<file path="config.mk">
export PLATFORM = sky130hd
export DESIGN_NAME = pc_gen
export DESIGN_NICKNAME = d
export VERILOG_FILES = /design/src/rtl/pc_gen_pkg.sv /design/src/rtl/pc_gen_ras.sv /design/src/rtl/pc_gen.sv
export SDC_FILE = /design/constraint.sdc
export NUM_CORES = 1
export LEC_CHECK = 0
export ABC_AREA = 1
export ABC_CLOCK_PERIOD_IN_PS = 2900
export CORE_AREA = 2 2 99 101
export CTS_CLUSTER_DIAMETER = 30
export DETAILED_ROUTE_END_ITERATION = 8
export DIE_AREA = 0 0 101 103
export PLACE_DENSITY = 0.86
export SLEW_MARGIN = 10
export SYNTH_ARGS = -nofsm -noshare
export SYNTH_HDL_FRONTEND = slang
export SYNTH_HIERARCHICAL = 1
export SYNTH_SLANG_ARGS = --single-unit
export TNS_END_PERCENT = 5
</file>
<file path="constraint.sdc">
create_clock -name clk -period 2.9 [get_ports clk]
set_clock_uncertainty 0.15 [all_clocks]
set_input_delay 0.435 -clock clk [delete_from_list [all_inputs] [get_ports clk]]
set_output_delay 0.435 -clock clk [all_outputs]
set_load 0.02 [all_outputs]
</file>
<file path="src/rtl/pc_gen_pkg.sv">
// pc_gen_pkg: shared types and constants for the fetch-address generator.
//   pc_state_e            - controller state encoding (BOOT, RUN, HALTED)
//   PC_INC                - sequential fetch stride in bytes
//   DEFAULT_*             - default width, vectors and return-stack depth
//   misaligned()          - true when a fetch target is not word aligned
package pc_gen_pkg;

    typedef enum logic [1:0] {
        ST_BOOT   = 2'd0,
        ST_RUN    = 2'd1,
        ST_HALTED = 2'd2
    } pc_state_e;

    localparam int          PC_INC               = 4;
    localparam int          DEFAULT_XLEN         = 32;
    localparam logic [31:0] DEFAULT_RESET_VECTOR = 32'h0000_0000;
    localparam logic [31:0] DEFAULT_TRAP_VECTOR  = 32'h0000_0100;
    localparam int          DEFAULT_RAS_DEPTH    = 4;

    function automatic logic misaligned(input logic [1:0] addr_lsb);
        return addr_lsb != 2'b00;
    endfunction

endpackage

</file>
<file path="src/rtl/pc_gen_ras.sv">
// pc_gen_ras: circular return-address stack (storage, top pointer, count).
//   clk, rst        - clock, asynchronous active-low reset (clears the stack)
//   push, push_data - push a return address
//   pop             - pop the top entry; ignored while the stack is empty
//   top_data        - current top entry
//   empty           - stack holds no entries
// A push onto a full stack overwrites the oldest entry, because the slot
// after the top pointer is the oldest one once the ring has wrapped.
// Pop and push together replace the top in place, leaving depth unchanged.
module pc_gen_ras #(
    parameter int XLEN  = 32,
    parameter int DEPTH = 4
) (
    input  logic            clk,
    input  logic            rst,
    input  logic            push,
    input  logic            pop,
    input  logic [XLEN-1:0] push_data,
    output logic [XLEN-1:0] top_data,
    output logic            empty
);

    localparam int PW = $clog2(DEPTH);

    logic [XLEN-1:0] mem [DEPTH];
    logic [PW-1:0]   top_ptr;
    logic [PW:0]     count;
    logic            do_pop;

    assign do_pop   = pop && (count != '0);
    assign top_data = mem[top_ptr];
    assign empty    = (count == '0);

    always_ff @(posedge clk or negedge rst) begin
        if (!rst) begin
            top_ptr <= '0;
            count   <= '0;
            for (int i = 0; i < DEPTH; i++) begin
                mem[i] <= '0;
            end
        end else if (do_pop && push) begin
            mem[top_ptr] <= push_data;
        end else if (do_pop) begin
            top_ptr <= top_ptr - PW'(1);
            count   <= count - (PW+1)'(1);
        end else if (push) begin
            top_ptr                <= top_ptr + PW'(1);
            mem[top_ptr + PW'(1)]  <= push_data;
            if (count != (PW+1)'(DEPTH)) begin
                count <= count + (PW+1)'(1);
            end
        end
    end

endmodule

</file>
<file path="src/rtl/pc_gen.sv">
// pc_gen: parametrised fetch-address generator.
// Holds the fetch PC, advances it on a fetch_valid/fetch_ready handshake and
// applies trap > redirect > return > advance > hold each cycle.
// Ports:
//   clk, rst                          - clock, asynchronous active-low reset
//   fetch_ready / fetch_valid, pc     - fetch request handshake and address
//   pc_seq                            - pc + 4 (combinational, wraps)
//   redirect_valid, redirect_target   - resolved branch/jump redirect
//   trap_valid, epc                   - trap request, PC captured at last trap
//   misalign                          - one-cycle pulse on misaligned redirect
//   halt_req, halted                  - stop fetching / halted status
//   call_valid, call_ret_addr         - push a return address
//   ret_valid, ras_empty              - pop and redirect, stack empty status
// Macro PC_GEN_RAS_EN: when defined, a RAS_DEPTH-entry return-address stack
// is built; otherwise call/ret are ignored and ras_empty is tied high.
//
// state   | meaning
// --------+----------------------------------------------------------
// BOOT    | first cycle after reset; no fetch, requests ignored
// RUN     | issuing fetches, pc advances on handshake
// HALTED  | fetch stopped; trap resumes, redirect only moves pc
module pc_gen
    import pc_gen_pkg::*;
#(
    parameter int              XLEN         = DEFAULT_XLEN,
    parameter logic [XLEN-1:0] RESET_VECTOR = XLEN'(DEFAULT_RESET_VECTOR),
    parameter logic [XLEN-1:0] TRAP_VECTOR  = XLEN'(DEFAULT_TRAP_VECTOR),
    parameter int              RAS_DEPTH    = DEFAULT_RAS_DEPTH
) (
    input  logic            clk,
    input  logic            rst,
    input  logic            fetch_ready,
    output logic            fetch_valid,
    output logic [XLEN-1:0] pc,
    output logic [XLEN-1:0] pc_seq,
    input  logic            redirect_valid,
    input  logic [XLEN-1:0] redirect_target,
    input  logic            trap_valid,
    output logic [XLEN-1:0] epc,
    output logic            misalign,
    input  logic            halt_req,
    output logic            halted,
    input  logic            call_valid,
    input  logic [XLEN-1:0] call_ret_addr,
    input  logic            ret_valid,
    output logic            ras_empty
);

    pc_state_e       state;
    logic            active;
    logic            redir_bad;
    logic            ret_hit;
    logic [XLEN-1:0] ras_top;

    assign pc_seq    = pc + XLEN'(PC_INC);
    assign active    = (state != ST_BOOT);
    assign redir_bad = redirect_valid && misaligned(redirect_target[1:0]);

`ifdef PC_GEN_RAS_EN
    logic ras_push;
    logic ras_pop;

    // The stack only pops when the return actually steers pc.
    assign ras_push = active && call_valid;
    assign ras_pop  = active && ret_valid && !trap_valid && !redirect_valid;
    assign ret_hit  = ret_valid && !ras_empty;

    pc_gen_ras #(
        .XLEN  (XLEN),
        .DEPTH (RAS_DEPTH)
    ) u_ras (
        .clk       (clk),
        .rst       (rst),
        .push      (ras_push),
        .pop       (ras_pop),
        .push_data (call_ret_addr),
        .top_data  (ras_top),
        .empty     (ras_empty)
    );
`else
    logic unused_ras;

    assign unused_ras = ^{call_valid, call_ret_addr, ret_valid};
    assign ret_hit    = 1'b0;
    assign ras_top    = '0;
    assign ras_empty  = 1'b1;
`endif

    always_ff @(posedge clk or negedge rst) begin
        if (!rst) begin
            state       <= ST_BOOT;
            pc          <= RESET_VECTOR;
            epc         <= '0;
            fetch_valid <= 1'b0;
            halted      <= 1'b0;
            misalign    <= 1'b0;
        end else begin
            misalign <= 1'b0;

            // Next pc: trap > redirect > return > advance > hold.
            if (active) begin
                if (trap_valid) begin
                    pc  <= TRAP_VECTOR;
                    epc <= pc;
                end else if (redir_bad) begin
                    pc       <= TRAP_VECTOR;
                    epc      <= redirect_target;
                    misalign <= 1'b1;
                end else if (redirect_valid) begin
                    pc <= redirect_target;
                end else if (ret_hit) begin
                    pc <= ras_top;
                end else if (fetch_valid && fetch_ready) begin
                    pc <= pc_seq;
                end
            end

            // Misaligned redirects behave as traps, including leaving HALTED.
            case (state)
                ST_BOOT: begin
                    state       <= ST_RUN;
                    fetch_valid <= 1'b1;
                    halted      <= 1'b0;
                end
                ST_RUN: begin
                    if (!trap_valid && !redir_bad && halt_req) begin
                        state       <= ST_HALTED;
                        fetch_valid <= 1'b0;
                        halted      <= 1'b1;
                    end
                end
                ST_HALTED: begin
                    if (trap_valid || redir_bad ||
                        (!redirect_valid && !halt_req)) begin
                        state       <= ST_RUN;
                        fetch_valid <= 1'b1;
                        halted      <= 1'b0;
                    end
                end
                default: begin
                    state       <= ST_BOOT;
                    fetch_valid <= 1'b0;
                    halted      <= 1'b0;
                end
            endcase
        end
    end

endmodule

</file>
**Run 1: routed metal, one colour a layer**

Scale: 4 px per micron. Only two layers are drawn.
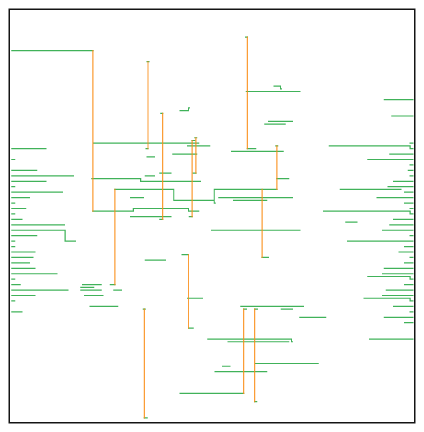
[metal 3] green | wire length: 839 microns
[metal 4] orange | wire length: 286 microns

**Run 1: a small window of the routed layout**

Region (36, 57) to (66, 87) microns. Cells in grey, sequential cells in the stronger grey; small squares are vias.
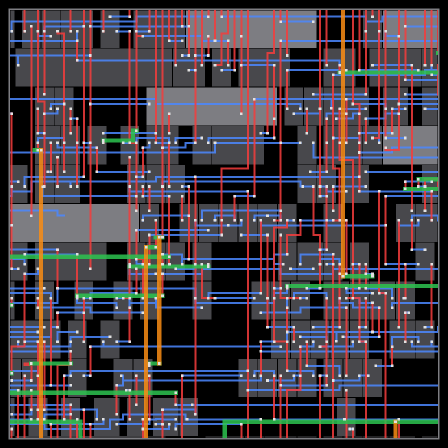
[metal 1] blue
[metal 2] red
[metal 3] green
[metal 4] orange
most frequent: nand2_1 (51), nor2_1 (18), nand3_1 (12)
sequential cells in the window: 3
cells with their middle in the window: 106
netlist names of flops here include: `epc` (2), `pc` (1)

==> results.py, run 1 <==
# Generated from Yosys and OpenROAD reports
metrics = {
    "run_status": {
        "status": "completed",
    },
    "drt": {
        "wl_met3_microns": 839,
        "antenna_left": 0,
    },
    "power": {
        "intPower_mw": 2.63,
        "switching_power_mw": 1.94,
        "power.group.top": "combinational logic",
        "ir_drop_mv": 0.390,
    },
    "grt": {
        "grt_max_degree": 43,
        "grt_pass1_wl_mm": 20.8,
        "use_met3_pct": 4.34,
        "grt_usage_pct": 25.4,
        "antenna_found_initial": 0,
    },
    "timing": {
        "finalHoldViolations": 0,
        "relSlewSlack_pct": 46.2,
        "setup_tns_ns": 0,
        "finalMaxSlewViolations": 0,
    },
    "floorplan": {
        "die-height_microns": 103,
        "core_sq_um": 9460,
    },
    "critical_path": {
        "crit_buf_inv": 1,
        "rr_worst_depth": 5,
        "crit_family": "simple AND/OR/NAND/NOR gates",
        "r2r_slack_ns": 0.95,
        "critPathCaptureType": "output pin",
    },
    "finish": {
        "logic_area_sq_um": 2100,
        "area_delta_synth_final_pct": 40.3,
        "mostFrequentLayoutCells": "nand2_1, clkdlybuf4s50_1, nor2_1, dfrtp_1, inv_1",
        "clock_area_share_pct": 3.36,
        "drive_above_1_share_pct": 9.21,
        "dominant_cells": "logic gates",
        "fillers": 862,
    },
    "yosys": {
        "synthCells": 602,
        "synthMuxAreaShare_pct": 0.489,
        "synth-simple-area-share_pct": 38.0,
        "xor_share_pct": 1.50,
        "ys_seq_elements": 67,
    },
    "place": {
        "dpl.cell_count": 835,
    },
    "clock_network": {
        "cts_tree": "yes",
    },
}
**Run 1: logic cells by family**

Scale: 4 px per micron.
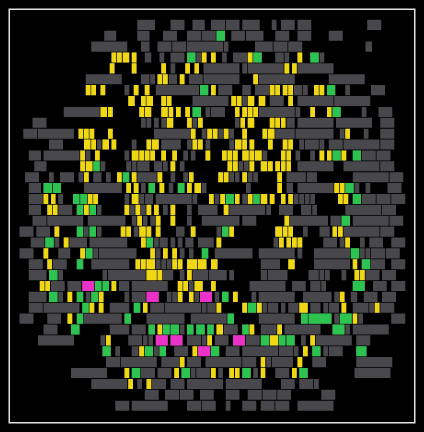
[xor and xnor cells] magenta | cells: 7 | where: south
[aoi and oai cells] green | cells: 74
[nand cells] yellow | cells: 254

**Run 1: routing congestion**

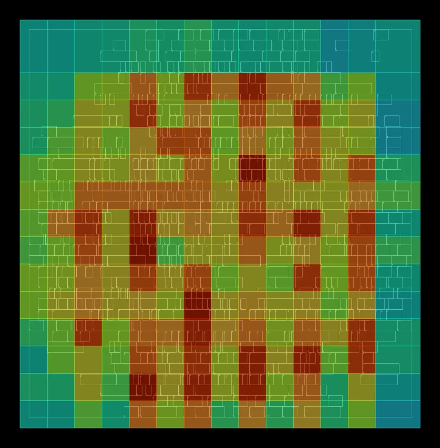

==> inputs of run 2 (changes only) <==
--- a/config.mk
+++ b/config.mk
@@ -9,8 +9,10 @@
 export ABC_CLOCK_PERIOD_IN_PS = 2900
 export CORE_AREA = 2 2 99 101
 export CTS_CLUSTER_DIAMETER = 30
+export CTS_CLUSTER_SIZE = 12
 export DETAILED_ROUTE_END_ITERATION = 8
 export DIE_AREA = 0 0 101 103
+export MAX_ROUTING_LAYER = met4
 export PLACE_DENSITY = 0.86
 export SLEW_MARGIN = 10
 export SYNTH_ARGS = -nofsm -noshare
**Run 2: routing congestion**

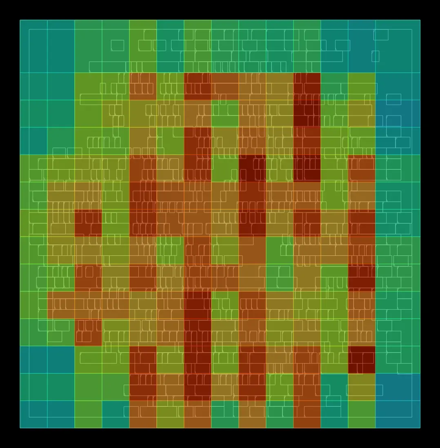
fin util: 60.8%
met2 usage: 44.2%

==> run 2 against run 1 <==
Net effect: area after synthesis did not move; register-to-register slack got worse by 0.03 ns; core utilization rose by 0.066 points; clock power barely moved; count of clock-buffer cells in the layout did not move; hold slack improved by 0.0027 ns; routed wire length rose by 1.8%; synthesized cell count did not move; critical path type unchanged; largest cell class unchanged; highest routed layer unchanged.
==> results.py, run 2 <==
# Generated from Yosys and OpenROAD reports
metrics = {
    "run_status": {
        "status": "completed",
    },
    "finish": {
        "logic_area_sq_um": 2100,
        "drive_above_1_share_pct": 8.67,
        "area_delta_synth_final_pct": 40.5,
    },
    "grt": {
        "use_met3_pct": 5.15,
        "grt_pass1_wl_mm": 21.3,
        "grt_usage_pct": 26.8,
    },
    "floorplan": {
        "core_sq_um": 9460,
        "die-height_microns": 103,
    },
    "timing": {
        "finalHoldViolations": 0,
        "setup_tns_ns": 0,
        "relSlewSlack_pct": 43.4,
    },
    "yosys": {
        "ys_seq_elements": 67,
        "xor_share_pct": 1.50,
        "synth-simple-area-share_pct": 38.0,
    },
    "critical_path": {
        "critPathCaptureType": "output pin",
        "crit_family": "simple AND/OR/NAND/NOR gates",
    },
    "power": {
        "ir_drop_mv": 0.384,
        "switching_power_mw": 1.95,
    },
    "clock_network": {
        "cts_tree": "yes",
    },
}
Power is estimated from default activity; no workload was simulated.
